**src/rtl/unipolar_rz_pkg.sv**
```systemverilog
// Shared helpers for the unipolar return-to-zero serialiser.
//   time_to_cycles : converts a duration in seconds to a whole number of
//                    clock cycles, rounding to nearest.
//   max_int        : larger of two integers, used when deriving low widths.
//   counter_width  : bits needed to hold values 0..max_count.
package unipolar_rz_pkg;

  function automatic int time_to_cycles(real t, real rate);
    return int'($rtoi(t * rate + 0.5));
  endfunction

  function automatic int max_int(int a, int b);
    return (a > b) ? a : b;
  endfunction

  function automatic int counter_width(int max_count);
    return (max_count < 2) ? 1 : $clog2(max_count + 1);
  endfunction

endpackage

```
**src/rtl/unipolar_rz.sv**
```systemverilog
// Unipolar return-to-zero serialiser for WS2812/SK6805-class LED strips.
// Each data bit (LSB first) is sent as a high pulse whose width encodes the
// bit value, followed by a low gap. Words can stream back-to-back; when the
// stream stops, the line is held low for the latch time.
//
// Ports
//   clock    in   1           system clock
//   reset_n  in   1           asynchronous active-low reset
//   data     in   DATA_WIDTH  word, sampled only on the accept cycle
//   enable   in   1           request to send, sampled on the accept cycle
//   line     out  1           RZ output, low when idle (registered)
//   ready    out  1           accept window indicator
//
// State numbering: 0 idle, 2k+1 high phase of bit k, 2k+2 low phase of
// bit k, 2*DATA_WIDTH+1 latch gap. The time counter holds the remaining
// cycles of the current phase minus one; a phase ends when it reads 0.
module unipolar_rz
  import unipolar_rz_pkg::*;
#(
  parameter int  DATA_WIDTH     = 24,
  parameter real CLOCK_RATE     = 100e6,
  parameter real PERIOD_TIME    = 1.2e-6,
  parameter real ZERO_HIGH_TIME = 0.3e-6,
  parameter real ZERO_LOW_TIME  = 0.8e-6,
  parameter real ONE_HIGH_TIME  = 0.6e-6,
  parameter real ONE_LOW_TIME   = 0.2e-6,
  parameter real RESET_TIME     = 80e-6
) (
  input  logic                  clock,
  input  logic                  reset_n,
  input  logic [DATA_WIDTH-1:0] data,
  input  logic                  enable,
  output logic                  line,
  output logic                  ready
);

  localparam int H0 = time_to_cycles(ZERO_HIGH_TIME, CLOCK_RATE);
  localparam int H1 = time_to_cycles(ONE_HIGH_TIME, CLOCK_RATE);
  localparam int NP = time_to_cycles(PERIOD_TIME, CLOCK_RATE);
  // Low widths stretch so that every bit honours the minimum bit period.
  localparam int L0 = max_int(time_to_cycles(ZERO_LOW_TIME, CLOCK_RATE), NP - H0);
  localparam int L1 = max_int(time_to_cycles(ONE_LOW_TIME, CLOCK_RATE), NP - H1);
  localparam int R  = time_to_cycles(RESET_TIME, CLOCK_RATE);

  localparam int MAXC = max_int(max_int(R, max_int(L0, L1)), max_int(H0, H1));
  localparam int TW   = counter_width(MAXC);
  localparam int SW   = $clog2(2 * DATA_WIDTH + 2);

  localparam logic [SW-1:0] S_IDLE     = '0;
  localparam logic [SW-1:0] S_LAST_LOW = SW'(2 * DATA_WIDTH);
  localparam logic [SW-1:0] S_GAP      = SW'(2 * DATA_WIDTH + 1);

  localparam logic [TW-1:0] H0_M1 = TW'(H0 - 1);
  localparam logic [TW-1:0] H1_M1 = TW'(H1 - 1);
  localparam logic [TW-1:0] L0_M1 = TW'(L0 - 1);
  localparam logic [TW-1:0] L1_M1 = TW'(L1 - 1);
  localparam logic [TW-1:0] R_M1  = TW'(R - 1);

  if (H0 < 1 || H1 < 1 || L0 < 2 || L1 < 2) begin : g_bad_timing
    $error("unipolar_rz: pulse timing too short for CLOCK_RATE");
  end

  logic [SW-1:0]         r_state;
  logic [TW-1:0]         r_time;
  logic [DATA_WIDTH-1:0] r_shift;
  logic                  r_line;

  logic [SW-1:0]         w_state_nxt;
  logic [TW-1:0]         w_time_nxt;
  logic [DATA_WIDTH-1:0] w_shift_nxt;
  logic [DATA_WIDTH-1:0] w_shift_adv;
  logic                  w_phase_end;
  logic                  w_accept;
  logic                  w_line_nxt;
  logic [TW-1:0]         w_cap_high;
  logic [TW-1:0]         w_low_len;
  logic [TW-1:0]         w_next_high;

  assign w_phase_end = (r_time == '0);
  assign w_accept    = ((r_state == S_IDLE) && enable) ||
                       ((r_state == S_LAST_LOW) && w_phase_end);

  // Phase lengths: the bit currently being sent sits in r_shift[0]; the
  // following bit is read from the advanced copy so the next high phase is
  // loaded in the same cycle the register shifts.
  assign w_shift_adv = r_shift >> 1;
  assign w_cap_high  = data[0]        ? H1_M1 : H0_M1;
  assign w_low_len   = r_shift[0]     ? L1_M1 : L0_M1;
  assign w_next_high = w_shift_adv[0] ? H1_M1 : H0_M1;

  always_comb begin
    w_state_nxt = r_state;
    w_time_nxt  = r_time;
    w_shift_nxt = r_shift;
    if (w_accept) begin
      if (enable) begin
        w_shift_nxt = data;
        w_state_nxt = SW'(1);
        w_time_nxt  = w_cap_high;
      end else begin
        w_state_nxt = S_GAP;
        w_time_nxt  = R_M1;
      end
    end else if (r_state == S_IDLE) begin
      w_time_nxt = '0;
    end else if (!w_phase_end) begin
      w_time_nxt = r_time - TW'(1);
    end else if (r_state == S_GAP) begin
      w_state_nxt = S_IDLE;
      w_time_nxt  = '0;
    end else if (r_state[0]) begin
      // End of a high phase: drop into the low phase of the same bit.
      w_state_nxt = r_state + SW'(1);
      w_time_nxt  = w_low_len;
    end else begin
      // End of a low phase (not the last bit): start the next bit.
      w_state_nxt = r_state + SW'(1);
      w_time_nxt  = w_next_high;
      w_shift_nxt = w_shift_adv;
    end
  end

  // Line is registered from the next state so it is glitch-free yet tracks
  // the state exactly: high in every odd state except the latch gap.
  assign w_line_nxt = w_state_nxt[0] && (w_state_nxt != S_GAP);

  always_ff @(posedge clock or negedge reset_n) begin
    if (!reset_n) begin
      r_state <= S_IDLE;
      r_time  <= '0;
      r_shift <= '0;
      r_line  <= 1'b0;
    end else begin
      r_state <= w_state_nxt;
      r_time  <= w_time_nxt;
      r_shift <= w_shift_nxt;
      r_line  <= w_line_nxt;
    end
  end

  assign line  = r_line;
  // Ready leads the final low cycle by one so the requester can raise
  // enable exactly on the accept cycle without a wasted gap.
  assign ready = ((r_state == S_IDLE) && !enable) ||
                 ((r_state == S_LAST_LOW) && (r_time == TW'(1)));

endmodule

```
**config.mk**
```make
export PLATFORM = sky130hd
export DESIGN_NAME = unipolar_rz
export DESIGN_NICKNAME = d
export VERILOG_FILES = /design/src/rtl/unipolar_rz_pkg.sv /design/src/rtl/unipolar_rz.sv
export SDC_FILE = /design/constraint.sdc
export NUM_CORES = 1
export LEC_CHECK = 0
export CORE_MARGIN = 5
export CORE_UTILIZATION = 35
export DETAILED_ROUTE_END_ITERATION = 10
export MAX_ROUTING_LAYER = met4
export PLACE_DENSITY = 0.54
export REMOVE_ABC_BUFFERS = 1
export SYNTH_ARGS = -nofsm -noshare
export SYNTH_HDL_FRONTEND = slang
export SYNTH_SLANG_ARGS = --single-unit
```
**constraint.sdc**
```tcl
create_clock -name clock -period 2.55 [get_ports clock]
set_input_delay 0.51 -clock clock [delete_from_list [all_inputs] [get_ports clock]]
set_output_delay 0.51 -clock clock [all_outputs]
set_load 0.02 [all_outputs]
```
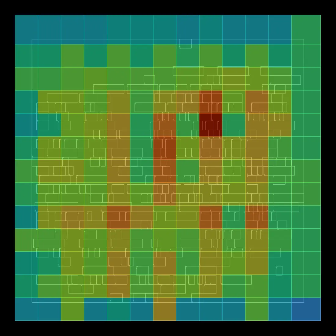
congestion.png
Total GRT Usage: 12.96%
final standard cell utilization of the core: 45.37%
highest-utilization routing layer at the global route stage: met2
met2 capacity usage during global routing: 19.66%

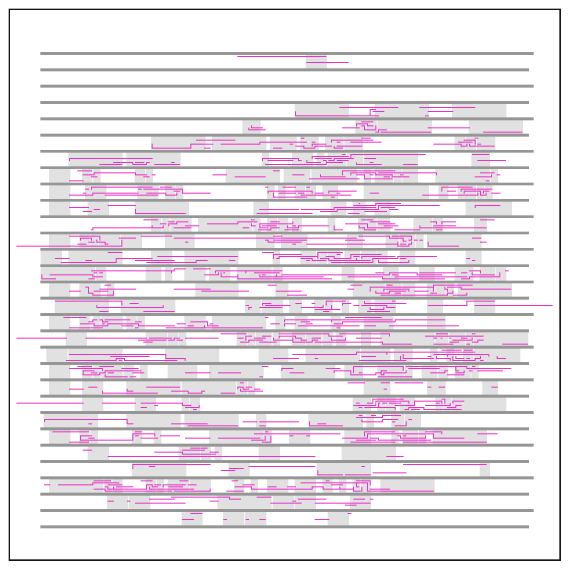
layer_met1.png
Scale: 6 px per um. Supply wires on this layer in grey. Cells faint in the background.
nets with wire on the layer	280
main direction	horizontal
share of all routed wire	51%
longest straight run	34.5 um
wire length on this layer	2500 um
wire length reported by the detailed router: 4.869 mm
vias: 1719
global-route met1 utilization: 16.94%

## state kept, by name, summed over array words and instances (netlist names)
| signal | cells |
|---|---|
| r_shift | 24 |
| r_time | 13 |
| r_state | 6 |
| line | 1 |
## cell usage after synthesis, drive strengths merged, types with 2 or more instances
library cell  instances
dfrtp                44
nand2                40
o21ai                35
mux2i                23
buf                   9
nor2                  9
xor2                  7
a21oi                 6
nand3                 6
ha                    5
xnor2                 5
inv                   4
nor4                  4
nand4                 3
o31a                  3
a31oi                 2
and2                  2
nor3b                 2
o21a                  2
or3                   2
## kinds of logic after synthesis
logic type                 count (synthesis)
adders and majority gates                  5
DFF                                       44
and+or+nand+nor                           77
buffers and inverters                     14
AOI/OAI and AO/OA                         56
muxes                                     23
xor gates and xnor gates                  12
==> qor.yml <==
reg2reg_slack_ps: 170
cts_hold_buffers: 0
boundaryPins: 29
yosys_warnings: 0
timing.hold.worst.class: "primary input to async pin"
ctsLongestPathBuffers: 2
initial_antenna_violation_count: 0
synthFlopType: "sky130_fd_sc_hd__dfrtp_1"
comb_cells: 173
fin_nets: 309
pg_comb_uw: 246
timing.critical_path.arrival_ps: 2570
post-route-period-util_pct: 93.50
regToRegEndpoint: "line"
top_power_group: "sequential cells"
status: "finished, final reports clean"
nFillCells: 623
timing.slew.headroom_pct: 68.79
seq_area_um2: 1101
cts_tree: "yes"
critPathCaptureType: "flip-flop"
post-place-ws_ps: 124.6
number_of_antenna_violating_nets_in_the_routed_design: 0
power.clock.total_uw: 527
post_synth_inst_count: 231
final_max_slew_viol_count: 0
fin_worst_skew_ps: 4.053
flow.area_growth_from_synthesis_pct: 25.15
n_sequential_cell: 44
cp_slowest_cell: "sky130_fd_sc_hd__and4b_1"
critical-path-top-delay-family: "simple AND/OR/NAND/NOR gates"
clock_sinks: 44
compound_share_synth_pct: 13.97
sequential_group_share_of_total_power_pct: 52.6
wirelength_met1_mm: 2.504
p_seq_uw: 858
share_of_post_route_cells_with_drive_strength_above_1_pct: 13.67
setup.worst_path.start: "r_time[0]"
die_w_um: 91.57
max_slew.worst_pin.slew_ps: 468.2
cts.clk_slew.worst_paths_ps: 80
timing.critical_path.required_ps: 2730
final_hold_viol_count: 0
fin_crit_ps: 2384
clock_insertion_delay_worst_skew_ps: 290
